**The clock network**

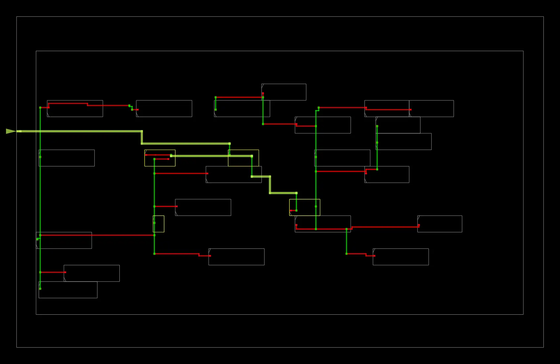
**Met1 routing**

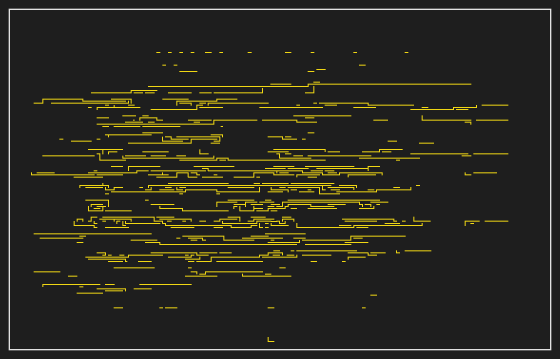
### src/rtl/conv_weight_streamer.sv
// conv_weight_streamer: streams one kernel's weights from per-lane ROMs.
// Each beat carries one word per lane. A beat moves only on o_valid && i_ready.
// Build options:
//   CONV_WEIGHT_BIAS_EN - append a per-lane bias beat to every kernel.
//   RTL_SIMULATION      - use the behavioural ROM model in place of the
//                         inferred block ROM.
// ROM image: the word at address a in lane l is {l[7:0], a[23:0]}.

module conv_weight_rom #(
  parameter int DATA_WIDTH = 32,
  parameter int ADDR_WIDTH = 6,
  parameter int LANE       = 0
) (
  input  logic                  clk,
  input  logic [ADDR_WIDTH-1:0] addr,
  output logic [DATA_WIDTH-1:0] q
);
  localparam int DEPTH = 2**ADDR_WIDTH;

  function automatic logic [DATA_WIDTH-1:0] rom_word(input int a);
    logic [31:0] w;
    w = {8'(LANE), 24'(a)};
    return DATA_WIDTH'(w);
  endfunction

`ifdef RTL_SIMULATION
  // behavioural synchronous read, one cycle from address to data
  always_ff @(posedge clk) q <= rom_word(int'(addr));
`else
  typedef logic [DEPTH-1:0][DATA_WIDTH-1:0] image_t;

  function automatic image_t build_image();
    image_t img;
    for (int a = 0; a < DEPTH; a++) img[a] = rom_word(a);
    return img;
  endfunction

  localparam image_t IMAGE = build_image();

  // registered read of the elaborated image, mapped to block ROM
  always_ff @(posedge clk) q <= IMAGE[addr];
`endif
endmodule

module conv_weight_streamer #(
  parameter int DATA_WIDTH = 32,
  parameter int ADDR_WIDTH = 6,
  parameter int KERNEL_LEN = 9,
  parameter int NUM_KERNEL = 4,
  parameter int LANES      = 2,
  localparam int SEL_W     = (NUM_KERNEL > 1) ? $clog2(NUM_KERNEL) : 1
) (
  input  logic                        clk,
  input  logic                        rst_n,
  input  logic                        i_start,
  input  logic [SEL_W-1:0]            i_kernel_sel,
  input  logic                        i_ready,
  output logic                        o_valid,
  output logic [LANES*DATA_WIDTH-1:0] o_weight,
  output logic                        o_bias,
  output logic                        o_last,
  output logic                        o_busy,
  output logic                        o_err
);
`ifdef CONV_WEIGHT_BIAS_EN
  localparam bit BIAS_EN = 1'b1;
`else
  localparam bit BIAS_EN = 1'b0;
`endif
  localparam int STRIDE   = KERNEL_LEN + (BIAS_EN ? 1 : 0);
  localparam int LAST_IDX = STRIDE - 1;
  localparam int CNT_W    = (STRIDE > 1) ? $clog2(STRIDE) : 1;

  // The kernel table must fit in the ROM.
  if (NUM_KERNEL * STRIDE > 2**ADDR_WIDTH) begin : g_cfg_err
    $error("conv_weight_streamer: NUM_KERNEL*STRIDE exceeds ROM depth");
  end

  typedef enum logic [1:0] {IDLE, FETCH, STREAM, DONE} state_t;

  state_t                               state;
  logic [ADDR_WIDTH-1:0]                rom_addr;
  logic [ADDR_WIDTH-1:0]                rd_addr;
  logic [CNT_W-1:0]                     beat_cnt;
  logic [CNT_W-1:0]                     cnt_next;
  logic                                 bias_q;
  logic                                 xfer;
  logic                                 sel_ok;
  logic [ADDR_WIDTH-1:0]                base_addr;
  logic [LANES-1:0][DATA_WIDTH-1:0]     lane_q;

  assign xfer      = o_valid && i_ready;
  assign sel_ok    = int'(i_kernel_sel) < NUM_KERNEL;
  assign base_addr = ADDR_WIDTH'(int'(i_kernel_sel) * STRIDE);
  assign cnt_next  = beat_cnt + CNT_W'(1);

  // rom_addr tracks the beat on display. On a transfer the ROM is handed the
  // next address so its data lands with no bubble. The final beat does not
  // advance, so the address never leaves the kernel table.
  assign rd_addr = (xfer && !o_last) ? rom_addr + ADDR_WIDTH'(1) : rom_addr;

  for (genvar l = 0; l < LANES; l++) begin : g_lane
    conv_weight_rom #(
      .DATA_WIDTH (DATA_WIDTH),
      .ADDR_WIDTH (ADDR_WIDTH),
      .LANE       (l)
    ) u_rom (
      .clk  (clk),
      .addr (rd_addr),
      .q    (lane_q[l])
    );
  end

  // The ROM register holds still while stalled. Gating it with o_valid
  // forces the data output to zero the moment reset asserts.
  assign o_weight = o_valid ? lane_q : '0;
  assign o_bias   = BIAS_EN ? bias_q : 1'b0;

  // stream control FSM: start/validate, one fetch cycle, handshake beats, done
  always_ff @(posedge clk or negedge rst_n) begin
    if (!rst_n) begin
      state    <= IDLE;
      rom_addr <= '0;
      beat_cnt <= '0;
      o_valid  <= 1'b0;
      bias_q   <= 1'b0;
      o_last   <= 1'b0;
      o_busy   <= 1'b0;
      o_err    <= 1'b0;
    end else begin
      o_err <= 1'b0;
      case (state)
        IDLE: begin
          if (i_start) begin
            if (sel_ok) begin
              state    <= FETCH;
              rom_addr <= base_addr;
              beat_cnt <= '0;
              o_busy   <= 1'b1;
            end else begin
              o_err <= 1'b1;
            end
          end
        end
        FETCH: begin
          state   <= STREAM;
          o_valid <= 1'b1;
          o_last  <= (LAST_IDX == 0);
          bias_q  <= BIAS_EN && (LAST_IDX == 0) && (KERNEL_LEN == 0);
        end
        STREAM: begin
          if (xfer) begin
            if (o_last) begin
              state    <= DONE;
              o_valid  <= 1'b0;
              o_last   <= 1'b0;
              bias_q   <= 1'b0;
              beat_cnt <= '0;
            end else begin
              rom_addr <= rom_addr + ADDR_WIDTH'(1);
              beat_cnt <= cnt_next;
              o_last   <= (cnt_next == CNT_W'(LAST_IDX));
              bias_q   <= BIAS_EN && (cnt_next == CNT_W'(LAST_IDX));
            end
          end
        end
        DONE: begin
          state    <= IDLE;
          o_busy   <= 1'b0;
          rom_addr <= '0;
        end
        default: state <= IDLE;
      endcase
    end
  end
endmodule

### config.mk
export PLATFORM = sky130hd
export DESIGN_NAME = conv_weight_streamer
export DESIGN_NICKNAME = d
export VERILOG_FILES = /design/src/rtl/conv_weight_streamer.sv
export SDC_FILE = /design/constraint.sdc
export NUM_CORES = 1
export LEC_CHECK = 0
export ABC_CLOCK_PERIOD_IN_PS = 1880
export CORE_ASPECT_RATIO = 0.6
export CORE_MARGIN = 3
export CORE_UTILIZATION = 41
export DETAILED_ROUTE_END_ITERATION = 10
export HOLD_SLACK_MARGIN = 0.15
export PLACE_DENSITY = 0.8
export SLEW_MARGIN = 20
export SYNTH_ARGS = -nofsm -noshare
export SYNTH_HDL_FRONTEND = slang
export SYNTH_SLANG_ARGS = --single-unit
### constraint.sdc
create_clock -name clk -period 1.88 [get_ports clk]
set_input_delay 0.376 -clock clk [delete_from_list [all_inputs] [get_ports clk]]
set_output_delay 0.376 -clock clk [all_outputs]
set_load 0.01 [all_outputs]
==> results_slide.txt <==
Flow Results at a Glance

Floorplanning
  • Chip area: 0.00476 sq mm
  • # rows: 16

Global routing
  • Total congestion overflow: 0
  • GRT met2 Usage: 18.4%
  • Largest net degree at the start of global routing: 17

Detailed routing
  • Met2 routed WL: between 1000 and 1500 microns
  • DRC violations left: 0
  • DRT iter0 DRCs: 46
  • Metal-1 WL: 1430 microns

Synth
  • Yosys warning total: 0
  • FA/HA/MAJ Cells, Area Fraction: under 10%
  • Post-synth EDFFs: 0
  • Sequential share of the synthesized area: 30.7%
  • Yosys top cell by instances: buf_4
  • Post-synth ARST share: between 70% and 80%

Timing
  • Final setup violation count: 0
  • Setup TNS: 0 ps
  • Fin. max-slew vios: 0
  • FMAX: 558 MHz
  • Tcrit/Tclk final: 95.3%

Min path
  • Min-delay worst type: input port to asynchronous set/reset pin

Placed design
  • Placer Congestion: 0.920

Clock network
  • Post-CTS Setup Repair Bufs: 0

Critical path
  • Worst reg2reg path endpoint: rom_addr[4]
  • Reg2reg setup slack: 140 ps

Flow run
  • Max cap viols: 0

Power
  • Leakage: 0.884 nW

Status
  • Status: finished, final reports clean

Final layout
  • Fin nets: between 200 and 250
Notes on 'the clock network' above:
TritonCTS Buffers: 3
clk sinks: 21
CLK BUF: 3
flop count: 21
Latency at later pin: 260 ps

Notes on 'met1 routing' above:
165 nets have wire on it. The longest straight run is 29.4 microns. The wires run mostly horizontal. The layer carries 1,430 microns of wire.
Vias: 1,119
GR Util met1: 17.7%
Detailed Route WL: 3020 microns

-- critical path, delay by kind of cell (launching register included) --
kind / cells / cell delay, ps
DFF: 1 / 450
buffers and inverters: 1 / 530
and+or+nand+nor: 1 / 160
-- how the worst max path moves through the flow --
stage                         to  slack (ps)  depth (start not counted)
finish              o_weight[34]          90                          2
global route         o_weight[4]           3                          2
CTS                 o_weight[37]          50                          2
detailed placement   rom_addr[4]          -3                          6
global placement     rom_addr[4]          80                          6
floorplan            rom_addr[2]         330                          6
-- stage by stage --
| step | power, W | hold WS [ps] | area [sq um] | cells | setup slack [ps] |
|---|---|---|---|---|---|
| 2_1_floorplan | 0.00172 | 80.4 | 1810 | 238 | 330 |
| 3_3_place_gp | 0.00210 | 503 | 1690 | 251 | 75.3 |
| 3_5_place_dp | 0.00215 | 511 | 1690 | 251 | -3.36 |
| 4_1_cts | 0.00245 | 425 | 1740 | 255 | 48.6 |
| 5_1_grt | 0.00264 | 442 | 1750 | 255 | 2.84 |
| 6_report | 0.00245 | 418 | 1750 | 255 | 88.3 |
-- power by group --
group | total, W | leakage [nW] | internal (W) | switching (W)
Sequential | 0.000791 | 0.238 | 0.000618 | 0.000173
Combinational | 0.00135 | 0.620 | 0.000663 | 0.000689
Clock | 0.000306 | 0.0255 | 0.000148 | 0.000158
Total | 0.00245 | 0.884 | 0.00143 | 0.00102
-- kinds of logic after synthesis --
group / Yosys count
fa+ha+maj: 7
flops: 21
simple gates: 61
compound gates: 20
xor+xnor: 7
mux: 1
buf+inv: 68
other cells: 1
-- area by class of cell --
type                       count  area (sq um)
multi-input combinational    149           830
inverter                       4          15.0
sequential                    21           497
clock buffer                   3          41.3
fill                         343          1760
timing repair buffer          32           303
clock inverter                 1          5.00
tap                           45          56.3
Power is estimated from default activity; no workload was simulated.
